### config.mk
export PLATFORM = sky130hd
export DESIGN_NAME = wb_arbiter
export DESIGN_NICKNAME = d
export VERILOG_FILES = /design/src/rtl/wb_arbiter.sv
export SDC_FILE = /design/constraint.sdc
export NUM_CORES = 1
export LEC_CHECK = 0
export ABC_AREA = 1
export CAP_MARGIN = 20
export CORE_ASPECT_RATIO = 1.5
export CORE_MARGIN = 3
export CORE_UTILIZATION = 35
export DETAILED_ROUTE_END_ITERATION = 10
export GPL_TIMING_DRIVEN = 0
export PLACE_DENSITY_LB_ADDON = 0.3
export RECOVER_POWER = 25
export SLEW_MARGIN = 0
export SYNTH_ARGS = -nofsm -noshare
export SYNTH_HDL_FRONTEND = slang
export SYNTH_SLANG_ARGS = --single-unit
### constraint.sdc
create_clock -name clk -period 1.4 [get_ports clk]
set_input_delay 0.28 -clock clk [delete_from_list [all_inputs] [get_ports clk]]
set_output_delay 0.28 -clock clk [all_outputs]
set_load 0.01 [all_outputs]
### src/rtl/wb_arbiter.sv
// Two-requester write-back arbiter feeding one register-file write port.
// Define WB_ROUND_ROBIN_EN for round-robin tie-break (default: requester 0 wins ties).
module wb_arbiter #(
  parameter int DATA_W = 32,
  parameter int ADDR_W = 4
) (
  input  logic              clk,
  input  logic              rst_n,
  input  logic              req0_valid,
  output logic              req0_ready,
  input  logic [ADDR_W-1:0] req0_dst,
  input  logic [DATA_W-1:0] req0_data,
  input  logic              req1_valid,
  output logic              req1_ready,
  input  logic [ADDR_W-1:0] req1_dst,
  input  logic [DATA_W-1:0] req1_data,
  output logic              rf_wrt_en,
  output logic [ADDR_W-1:0] rf_dst,
  output logic [DATA_W-1:0] rf_dst_data,
  input  logic [ADDR_W-1:0] chk_reg,
  output logic              chk_pending,
  output logic [15:0]       conflict_cnt
);

  logic [1:0]             v_q, v_d;
  logic [1:0]             age_q, age_d;
  logic [1:0][ADDR_W-1:0] dst_q, dst_d;
  logic [1:0][DATA_W-1:0] dat_q, dat_d;
  logic [15:0]            cnt_q, cnt_d;

  logic [1:0] gnt, rdy, acc, held, vld;
  logic       both, tie, tie_w1;

`ifdef WB_ROUND_ROBIN_EN
  logic last_q, last_d;

  // Pointer names the requester that won the previous tie.
  assign tie_w1 = ~last_q;
  assign last_d = tie ? gnt[1] : last_q;

  always_ff @(posedge clk or negedge rst_n) begin
    if (!rst_n) last_q <= 1'b1;
    else        last_q <= last_d;
  end
`else
  assign tie_w1 = 1'b0;
`endif

  assign vld = {req1_valid, req0_valid};

  always_comb begin
    both = v_q[0] & v_q[1];
    tie  = both & (age_q[0] == age_q[1]);
    gnt  = 2'b00;
    unique case (1'b1)
      tie:           gnt = tie_w1 ? 2'b10 : 2'b01;
      both & ~tie:   gnt = age_q[0] ? 2'b10 : 2'b01;
      default:       gnt = v_q;
    endcase
    rdy  = ~v_q | gnt;
    acc  = vld & rdy;
    held = v_q & ~gnt;
  end

  // age=1 marks the younger entry; it clears once the other side drains.
  always_comb begin
    v_d   = held | acc;
    dst_d = dst_q;
    dat_d = dat_q;
    age_d = 2'b00;
    if (acc[0]) begin
      dst_d[0] = req0_dst;
      dat_d[0] = req0_data;
    end
    if (acc[1]) begin
      dst_d[1] = req1_dst;
      dat_d[1] = req1_data;
    end
    age_d[0] = acc[0] ? held[1] : (held[0] & age_q[0] & held[1]);
    age_d[1] = acc[1] ? held[0] : (held[1] & age_q[1] & held[0]);
    cnt_d    = cnt_q;
    if (both && cnt_q != 16'hFFFF) cnt_d = cnt_q + 16'd1;
  end

  always_ff @(posedge clk or negedge rst_n) begin
    if (!rst_n) begin
      v_q   <= '0;
      age_q <= '0;
      dst_q <= '0;
      dat_q <= '0;
      cnt_q <= '0;
    end else begin
      v_q   <= v_d;
      age_q <= age_d;
      dst_q <= dst_d;
      dat_q <= dat_d;
      cnt_q <= cnt_d;
    end
  end

  assign req0_ready   = rdy[0];
  assign req1_ready   = rdy[1];
  assign rf_wrt_en    = |gnt;
  assign rf_dst       = ({ADDR_W{gnt[0]}} & dst_q[0])
                      | ({ADDR_W{gnt[1]}} & dst_q[1]);
  assign rf_dst_data  = ({DATA_W{gnt[0]}} & dat_q[0])
                      | ({DATA_W{gnt[1]}} & dat_q[1]);
  assign chk_pending  = (v_q[0] & (dst_q[0] == chk_reg))
                      | (v_q[1] & (dst_q[1] == chk_reg));
  assign conflict_cnt = cnt_q;

endmodule

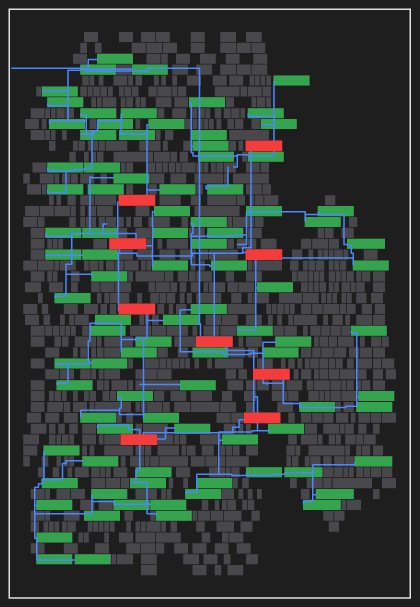
Fig. 1. Routed clock nets over the placement.
Scale: 4 px per µm.
legend:
  green:
    item: flip-flops
    count: 92
  red:
    item: cells driving clock nets
    count: 9
  blue:
    item: clock wires
    length: 1220 µm
routed clock nets: 10
flops lie: spread over the die

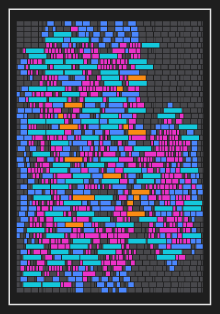
Fig. 2. Placed cells, one color a class.
Scale: 2 px per µm. Fill, decap, tap and diode cells in gray.
legend:
  magenta:
    class: all other logic
    cells: 486
  orange:
    class: clock drivers and dummy loads
    cells: 15
  blue:
    class: other buffers and delay cells
    cells: 253
  cyan:
    class: flip-flops
    cells: 92

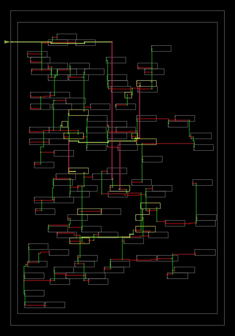
Fig. 3. Clock nets.
CTS Buf Count: 9
clock sink count: 92
Late-Pin Clk Latency: 0.34 ns

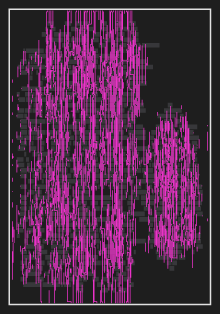
Fig. 4. M2 wires.
Scale: 2 px per µm.
main direction: vertical
share of all routed wire: 55%

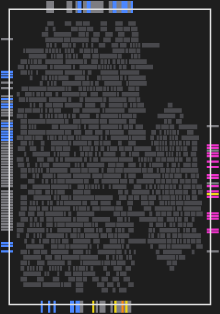
Fig. 5. Pin map.
Scale: 2 px per µm. Pins as bars across the die edge, other pins in gray.
legend:
  orange:
    port: `chk_pending`
    pins: 1
    direction: output
    edge: bottom
  blue:
    port: `req1_data`
    pins: 32
    direction: input
    edge: 15 left, 10 top, 7 bottom
  magenta:
    port: `conflict_cnt`
    pins: 16
    direction: output
    edge: right
  yellow:
    port: `req1_dst`
    pins: 4
    direction: input
    edge: 3 bottom, 1 right
all pins by edge: 57 left, 34 top, 24 bottom, 21 right

==> results.ini <==
[grt]
grt_antenna_before_repair = 0
grt_max_degree = 63
grt_pass1_wl_um = 24730
grt_use_total_pct = 21.08
gr-total-overflow = 0

[clocking]
clock_tree.root_cell = clkbuf_16
tritoncts = built
clkTransAtPathRegs_ns = 0.07
cts.path.max_buffers = 2
cts-htree-levels = 3

[cells_and_area]
final_util_pct = 64.20
final_cells = 1002
nNetsFinal = 923
nFillCells = 1003
drive_gt1_share_pct = 40.07
areaGrowthSynthToFinish_pct = 76.16

[die]
chipWidth_um = 99.89
fp_util_pct = 36.44
dieArea_um2 = 14670
die_h_um = 146.8
rows = 50

[timing]
slew_viol_final = 0
skew_ns = 0.008745
rsz0062_at_grt = true
fmax_mhz = 508.5
hold_viol_final = 0
tns_ns = -30.08
setup_viol = 127
layout_setup_ws_ns = -0.5667
slew_headroom_pct = 43.01
tightest_slew_ns = 0.8548

[critical_path]
end_kind = primary output
crit_type = reg2out
cp_slowest_cell = dfrtp_1
critPathLaunchType = flop
max_stage_delay_ns = 0.37
r2r_cells = 11

[route]
vias = 5137
detail-route-antenna-nets = 0
initialDrtViolationCount = 338
wl_um = 16630
avgViaCountPerCell = 5.127
drc = 0
dr.pass1.iters = 5
wire_per_inst_um = 16.60

[synth]
netlist_instances = 614
ys_sh_adder_pct = 0.2703
mux_share_pct = 0
syn_area_um2 = 4628
yosys.area_share.aoi_pct = 2.406
ys_types = 24
synth.logic.top_family = simple AND/OR/NAND/NOR gates
syn_nets = 695
synth_xor_xnor_area_share_pct = 2.082
ys_ff = 92
yosys_area_um2 = 4628
synth.avg_cell_area_um2 = 7.538
synthSimpleGateAreaFrac_pct = 39.25
ys_warn_count = 0
synth_stat.cells = 614
ys_seq_share_pct = 49.74

[placed_design]
place_area_um2 = 6217
io_buffer_count = 134
routabilityCongestion = 0.8373
dp_hpwl_um = 10090
placed_cells = 905

[power]
power-per-cell-area_nw_per_um2 = 1106
ir_drop_uv = 613.9
p_total_mw = 9.017
p_leak_nw = 4.068

[flow_run]
maxCapViolCount = 0

[status]
violations = setup timing
status = finished with violations

[min_path]
hold_depth = 3
hold_class = in2reg

-- report_power, final --
group          internal [mW]  leakage [nW]  switching [mW]
sequential              3.02          1.14           0.333
combinational           1.65          2.79            1.53
clock                   1.39         0.139            1.09
total                   6.06          4.07            2.95
-- what timing repair did --
action / 4_1_cts / 5_1_grt
setup buffers: 53 / 18
endpoints found under the hold margin: 30 / 0
setup endpoints to repair: 134 / 130
gates cloned: 10 / 2
resized: 344 / 163
pin swaps: 38 / 47
hold buffers: 1 / 0
-- cell families after synthesis --
kind of cell               count (synthesis)
and+or+nand+nor                          432
buffers and inverters                     61
xor gates and xnor gates                  11
DFF                                       92
AOI/OAI and AO/OA                         17
adders and majority gates                  1
-- synthesized netlist by cell type --
master	number	area [µm²]
buf_2	12	60.06
xnor2_1	7	61.31
nand2_1	270	1013
inv_1	21	78.83
xor2_1	4	35.03
clkbuf_1	12	45.04
nand2_2	4	25.02
nor2_1	26	97.59
o21ai_4	2	32.53
dfrtp_1	92	2302
buf_1	4	15.01
o22ai_1	3	18.77
a21oi_1	3	15.01
o21ai_0	9	45.04
nor3_1	1	5.000
nand2_4	1	11.26
ha_1	1	12.51
buf_4	4	30.03
buf_6	4	45.04
inv_2	4	15.01
nor2_4	1	11.26
nor2_2	1	6.260
nand3_1	123	615.6
nand4_1	5	31.28
-- area by class of cell --
cell class,instances,area [µm²],share of cell area [%]
inverters,25,120.1,1.473
multi-input cells,461,2689,32.98
clock buffers,9,225.2,2.762
clock inverters,6,71.32,0.8748
flip-flops and latches,92,2308,28.31
repair buffers,217,2150,26.37
plain buffers,36,394.1,4.834
well taps,156,195.2,2.394
-- sequential cells by signal (all words and copies together) (netlist names) --
register      flops
dat_q            64
conflict_cnt     16
age_q             2
dst_q             8
v_q               2
-- layout by cell type (no fill, tap or decap), types with 3 or more instances in the layout --
master and n:
nor2_4 8, inv_1 17, buf_16 4, buf_4 53, nand4_1 5, clkbuf_2 5
buf_2 21, buf_12 7, o21ai_2 4, nand2_4 14, nand3_4 4, o21ai_4 3
dlygate4sd2_1 10, buf_8 16, dfrtp_2 5, nor2_1 12, clkbuf_16 11, nand2_2 68
nor2_2 8, inv_6 3, nand3_2 34, inv_2 5, nand2_8 3, xnor2_1 7
buf_6 49, dfrtp_1 87, nand3_1 85, xor2_1 4, clkdlybuf4s50_1 75, clkbuf_1 5
nand2_1 190
-- routing by layer --
metal / GRT usage [%] / wire (µm) / up-vias
met5: 0 / 0 / -
met4: 8.544 / 340 / 0
met3: 4.133 / 969 / 30
met2: 38.00 / 9197 / 209
met1: 23.94 / 6123 / 2473
li1: - / - / 2425
-- critical path: cells and delay by family (launching register included) --
family | cells | cell delay (ns)
DFF | 1 | 0.37
buffers and inverters | 5 | 0.61
and+or+nand+nor | 4 | 0.35
-- path summary, 6_finish.rpt --
check,end,slack (ns),start
min,dat_q[48],0.46,req1_data[16]
min in group asynchronous,conflict_cnt[9],0.58,rst_n
max in group asynchronous,dat_q[11],0.02,rst_n
max,rf_dst_data[14],-0.57,v_q[1]
min reg2reg,dat_q[14],0.47,dat_q[14]
max reg2reg,dat_q[2],-0.23,v_q[1]
Power and IR drop assume default switching activity.
